Selected gate families:
Drawn at 4 px/µm.
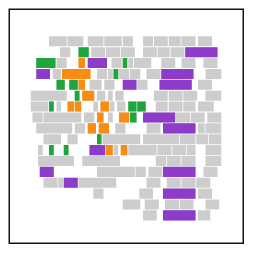
The metal 3 layer:
Drawn at 8 px/µm.
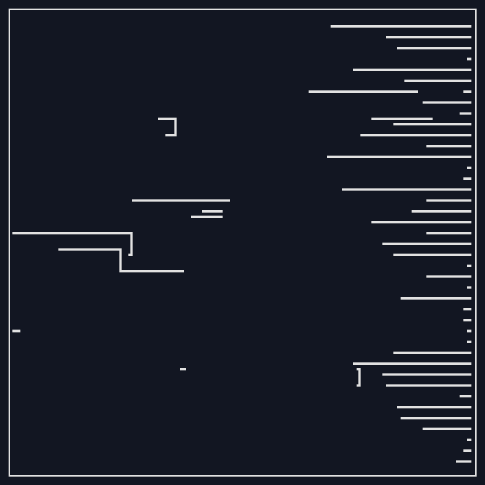
File: src/rtl/fifo_write_arbiter_if.sv
// Purpose: producer/fifo-side bundle for fifo_write_arbiter.
//   master : environment side (producers drive valid/data, fifo drives full)
//   slave  : arbiter side (drives ready, fifo write strobe/data, grant status)
// Signals:
//   req_valid         NUM_REQ             per-requester data valid
//   req_data          NUM_REQ*DATA_WIDTH  requester i data at [i*DATA_WIDTH +: DATA_WIDTH]
//   req_ready         NUM_REQ             per-requester accept, at most one bit high
//   fifo_full         1                   fifo full_flag
//   fifo_write_enable 1                   fifo write strobe
//   fifo_write_data   DATA_WIDTH          fifo write data
//   grant_id          $clog2(NUM_REQ)     current owner index
//   grant_active      1                   high while a grant is held
interface fifo_write_arbiter_if #(
   parameter int NUM_REQ    = 4,
   parameter int DATA_WIDTH = 8
);
   localparam int ID_W = $clog2(NUM_REQ);

   logic [NUM_REQ-1:0]            req_valid;
   logic [NUM_REQ*DATA_WIDTH-1:0] req_data;
   logic [NUM_REQ-1:0]            req_ready;
   logic                          fifo_full;
   logic                          fifo_write_enable;
   logic [DATA_WIDTH-1:0]         fifo_write_data;
   logic [ID_W-1:0]               grant_id;
   logic                          grant_active;

   modport master (
      output req_valid, req_data, fifo_full,
      input  req_ready, fifo_write_enable, fifo_write_data, grant_id, grant_active
   );

   modport slave (
      input  req_valid, req_data, fifo_full,
      output req_ready, fifo_write_enable, fifo_write_data, grant_id, grant_active
   );
endinterface

File: src/rtl/fifo_write_arbiter.sv
// Purpose: shares the single write port of the dual-clock fifo between NUM_REQ
//   producers in the write (clk) domain. Round-robin grant with bursts bounded
//   by MAX_BURST; fifo full is backpressure to the granted producer only.
// Ports:
//   clk          write-domain clock
//   write_reset  asynchronous, active-high reset
//   bus          fifo_write_arbiter_if.slave (requester handshake, fifo write
//                port, grant_id / grant_active status)
//   stall_count  [15:0] saturating stall counter, present only when
//                ARB_STALL_CNT_EN is defined
// Optional feature macro: ARB_STALL_CNT_EN
//
// state | meaning
// IDLE  | arbitration cycle: pick next owner searching from last_owner+1
// GRANT | owner may transfer up to MAX_BURST beats; full stalls, drop releases
module fifo_write_arbiter #(
   parameter int NUM_REQ    = 4,
   parameter int DATA_WIDTH = 8,
   parameter int MAX_BURST  = 4
) (
   input  logic                clk,
   input  logic                write_reset,
   fifo_write_arbiter_if.slave bus
`ifdef ARB_STALL_CNT_EN
   ,
   output logic [15:0]         stall_count
`endif
);
   localparam int ID_W = $clog2(NUM_REQ);
   localparam int BC_W = $clog2(MAX_BURST + 1);

   typedef enum logic {
      IDLE  = 1'b0,
      GRANT = 1'b1
   } state_t;

   state_t          state_q, state_d;
   logic [ID_W-1:0] grant_id_q, grant_id_d;
   logic [ID_W-1:0] last_owner_q, last_owner_d;
   logic [BC_W-1:0] burst_cnt_q, burst_cnt_d;

   logic [ID_W-1:0] winner;
   logic            winner_found;
   logic            grant_active;
   logic            owner_valid;
   logic            transfer;

   assign grant_active = (state_q == GRANT);
   assign owner_valid  = bus.req_valid[grant_id_q];
   assign transfer     = grant_active & owner_valid & ~bus.fifo_full;

   // Rotating search: the previous owner is visited last, so it has the
   // lowest priority at the next arbitration.
   always_comb begin
      winner       = '0;
      winner_found = 1'b0;
      for (int k = 1; k <= NUM_REQ; k++) begin
         if (!winner_found && bus.req_valid[(int'(last_owner_q) + k) % NUM_REQ]) begin
            winner       = ID_W'((int'(last_owner_q) + k) % NUM_REQ);
            winner_found = 1'b1;
         end
      end
   end

   always_ff @(posedge clk or posedge write_reset) begin
      if (write_reset) begin
         state_q      <= IDLE;
         grant_id_q   <= '0;
         last_owner_q <= ID_W'(NUM_REQ - 1);
         burst_cnt_q  <= '0;
      end else begin
         state_q      <= state_d;
         grant_id_q   <= grant_id_d;
         last_owner_q <= last_owner_d;
         burst_cnt_q  <= burst_cnt_d;
      end
   end

   always_comb begin
      state_d      = state_q;
      grant_id_d   = grant_id_q;
      last_owner_d = last_owner_q;
      burst_cnt_d  = burst_cnt_q;
      unique case (state_q)
         IDLE: begin
            if (winner_found) begin
               state_d     = GRANT;
               grant_id_d  = winner;
               burst_cnt_d = '0;
            end
         end
         GRANT: begin
            if (!owner_valid) begin
               state_d      = IDLE;
               last_owner_d = grant_id_q;
            end else if (transfer) begin
               if (burst_cnt_q == BC_W'(MAX_BURST - 1)) begin
                  state_d      = IDLE;
                  last_owner_d = grant_id_q;
               end else begin
                  burst_cnt_d = burst_cnt_q + BC_W'(1);
               end
            end
            // valid but fifo full: hold grant and burst count
         end
         default: state_d = IDLE;
      endcase
   end

   always_comb begin
      bus.req_ready = '0;
      if (grant_active) begin
         bus.req_ready[grant_id_q] = owner_valid & ~bus.fifo_full;
      end
   end

   // Data is gated in IDLE so every output reads zero out of reset.
   assign bus.fifo_write_enable = transfer;
   assign bus.fifo_write_data   = grant_active ? bus.req_data[grant_id_q*DATA_WIDTH +: DATA_WIDTH]
                                               : '0;
   assign bus.grant_id          = grant_id_q;
   assign bus.grant_active      = grant_active;

`ifdef ARB_STALL_CNT_EN
   logic [15:0] stall_cnt_q;

   always_ff @(posedge clk or posedge write_reset) begin
      if (write_reset) begin
         stall_cnt_q <= '0;
      end else if (grant_active && owner_valid && bus.fifo_full && (stall_cnt_q != 16'hFFFF)) begin
         stall_cnt_q <= stall_cnt_q + 16'd1;
      end
   end

   assign stall_count = stall_cnt_q;
`endif
endmodule

File: src/flat_wrapper.sv
// flat-port wrapper written by rule: the top's interface ports become plain ports
module fifo_write_arbiter_flat 
#(
   parameter int NUM_REQ    = 4,
   parameter int DATA_WIDTH = 8,
   parameter int MAX_BURST  = 4
)
  (clk, write_reset, bus_req_valid, bus_req_data, bus_fifo_full, bus_req_ready, bus_fifo_write_enable, bus_fifo_write_data, bus_grant_id, bus_grant_active);
  fifo_write_arbiter_if #(.NUM_REQ(NUM_REQ), .DATA_WIDTH(DATA_WIDTH)) bus_i ();
  input  logic clk;
  input  logic write_reset;
  input wire logic [$bits(bus_i.req_valid)-1:0] bus_req_valid;
  input wire logic [$bits(bus_i.req_data)-1:0] bus_req_data;
  input wire logic [$bits(bus_i.fifo_full)-1:0] bus_fifo_full;
  output wire logic [$bits(bus_i.req_ready)-1:0] bus_req_ready;
  output wire logic [$bits(bus_i.fifo_write_enable)-1:0] bus_fifo_write_enable;
  output wire logic [$bits(bus_i.fifo_write_data)-1:0] bus_fifo_write_data;
  output wire logic [$bits(bus_i.grant_id)-1:0] bus_grant_id;
  output wire logic [$bits(bus_i.grant_active)-1:0] bus_grant_active;
  assign bus_i.req_valid = bus_req_valid;
  assign bus_i.req_data = bus_req_data;
  assign bus_i.fifo_full = bus_fifo_full;
  assign bus_req_ready = bus_i.req_ready;
  assign bus_fifo_write_enable = bus_i.fifo_write_enable;
  assign bus_fifo_write_data = bus_i.fifo_write_data;
  assign bus_grant_id = bus_i.grant_id;
  assign bus_grant_active = bus_i.grant_active;
  fifo_write_arbiter #(.NUM_REQ(NUM_REQ), .DATA_WIDTH(DATA_WIDTH), .MAX_BURST(MAX_BURST)) u_core (.clk(clk), .write_reset(write_reset), .bus(bus_i));
endmodule
File: config.mk
export PLATFORM = sky130hd
export DESIGN_NAME = fifo_write_arbiter_flat
export DESIGN_NICKNAME = d
export VERILOG_FILES = /design/src/rtl/fifo_write_arbiter_if.sv /design/src/rtl/fifo_write_arbiter.sv /design/src/flat_wrapper.sv
export SDC_FILE = /design/constraint.sdc
export NUM_CORES = 1
export LEC_CHECK = 0
export CAP_MARGIN = 20
export CORE_MARGIN = 5
export CORE_UTILIZATION = 36
export DETAILED_ROUTE_END_ITERATION = 10
export GPL_ROUTABILITY_DRIVEN = 0
export PLACE_DENSITY = 0.8
export SYNTH_ARGS = -nofsm -noshare
export SYNTH_HDL_FRONTEND = slang
export SYNTH_SLANG_ARGS = --single-unit
File: constraint.sdc
create_clock -name clk -period 2.07 [get_ports clk]
set_input_delay 0.414 -clock clk [delete_from_list [all_inputs] [get_ports clk]]
set_output_delay 0.414 -clock clk [all_outputs]
set_load 0.03 [all_outputs]
==> reports/metrics.cfg <==
[cts]
cts_root_buf=clkbuf_4
h-tree-depth=1
max-clock-path-buffers=2
clk_latency_ns=0.25
cts_tree=yes
numCtsBuffers=3
hold_buffers=0

[timing]
timing.final.crit_share_pct=99.52
grt_setup_unrepaired=true
tightest_slew_ns=0.3241
setup_viol=0
max_freq_mhz=485.4

[synthesis]
synth.avg_cell_area_um2=10.05
ys.flop_type=dfrtp_1
netlist_area_um2=834.6
netlist_instances=83
yosysWarnings=0
yosysCellCount=83
ys_async_sr_fraction_pct=100.0
mappedNetlistNets=124
synth-edff-count=0

[setup_path]
critPathLaunch=bus_req_data[31]
cp-start-kind=input pin
end_kind=output pin
arrival_ns=1.65
ff2ff_path_depth=5
endpoint=bus_fifo_write_data[7]
cp.required_ns=1.66
path_max_fanout=1

[global_route]
grt_start_max_net_pins=14
top_usage_layer=met2
grt_pass1_wl_mm=4.478
use_met2_pct=30.97
gr-usage-met3_pct=7.795

[floorplan]
chip_area_um2=3381
die_w_um=58.15
fp.coreArea_um2=2212
die_h_um=58.15
num_rows=17

[layout]
layout.nonclk_buf_share_pct=42.72
dominant-cell-class=non-clock buffers
nFillCells=176
sh_seq_area_pct=13.35
comb_area_um2=606.8
seq_area_um2=206.4
stdcell_area_um2=1546
drive_gt1_share_pct=37.41
fin_util_pct=69.91
fin_nets=190
clkCellAreaFrac_pct=1.456
nFlopsAndLatches=8

[pwr]
power.share.sequential_pct=18.5
p_per_area_nw_per_um2=1264
p_sw_w=0.0008397
power_w=0.001954
pwr-share-comb_pct=75.7

[drt]
drt_iter0_drc=33
vias=923
drc=0
dr.pass1.iters=6

[placement]
pre_cts_ws_ns=-0.3976
place_area_um2=1458

[job]
log.warning_count=28

[hold_path]
hold_class=in -> async

[status]
status=finished clean

About 'selected gate families':
Purple marks mux cells, cells 14, most used mux4_2. Green marks nand cells, cells 14, most used nand2_1. Orange marks aoi and oai cells, cells 13, most used a21oi_1.
logic share of the area: 39.24%
most instantiated logic cell after routing: clkdlybuf4s50_1
non-filler cells in the finished layout: 175

About 'the metal 3 layer':
The layer carries 351 µm of wire. 51 nets have wire on it.

flip-flops by register name, summed over array words and instances, names as in the netlist:
register                 cells
u_core.last_owner_q          2
u_core.burst_cnt_q           3
u_core.bus.grant_id          2
u_core.bus.grant_active      1
critical path: stages:
cell and delay, ns:
clkdlybuf4s50_1 0.42, mux4_2 0.48, and2_1 0.17, buf_2 0.17
cell families after synthesis:
family	synth area share, %
DFF	24.29
and+or+nand+nor	24.14
adders and majority gates	2.998
AOI/OAI and AO/OA	12.89
muxes	29.38
buffers and inverters	6.297
layer usage:
metal | vias up | share of wire [%]
met5 | - | 0
met4 | 0 | 0.41
met3 | 2 | 12
met2 | 60 | 49
met1 | 428 | 38
li1 | 433 | -
Power is estimated from default activity; no workload was simulated.
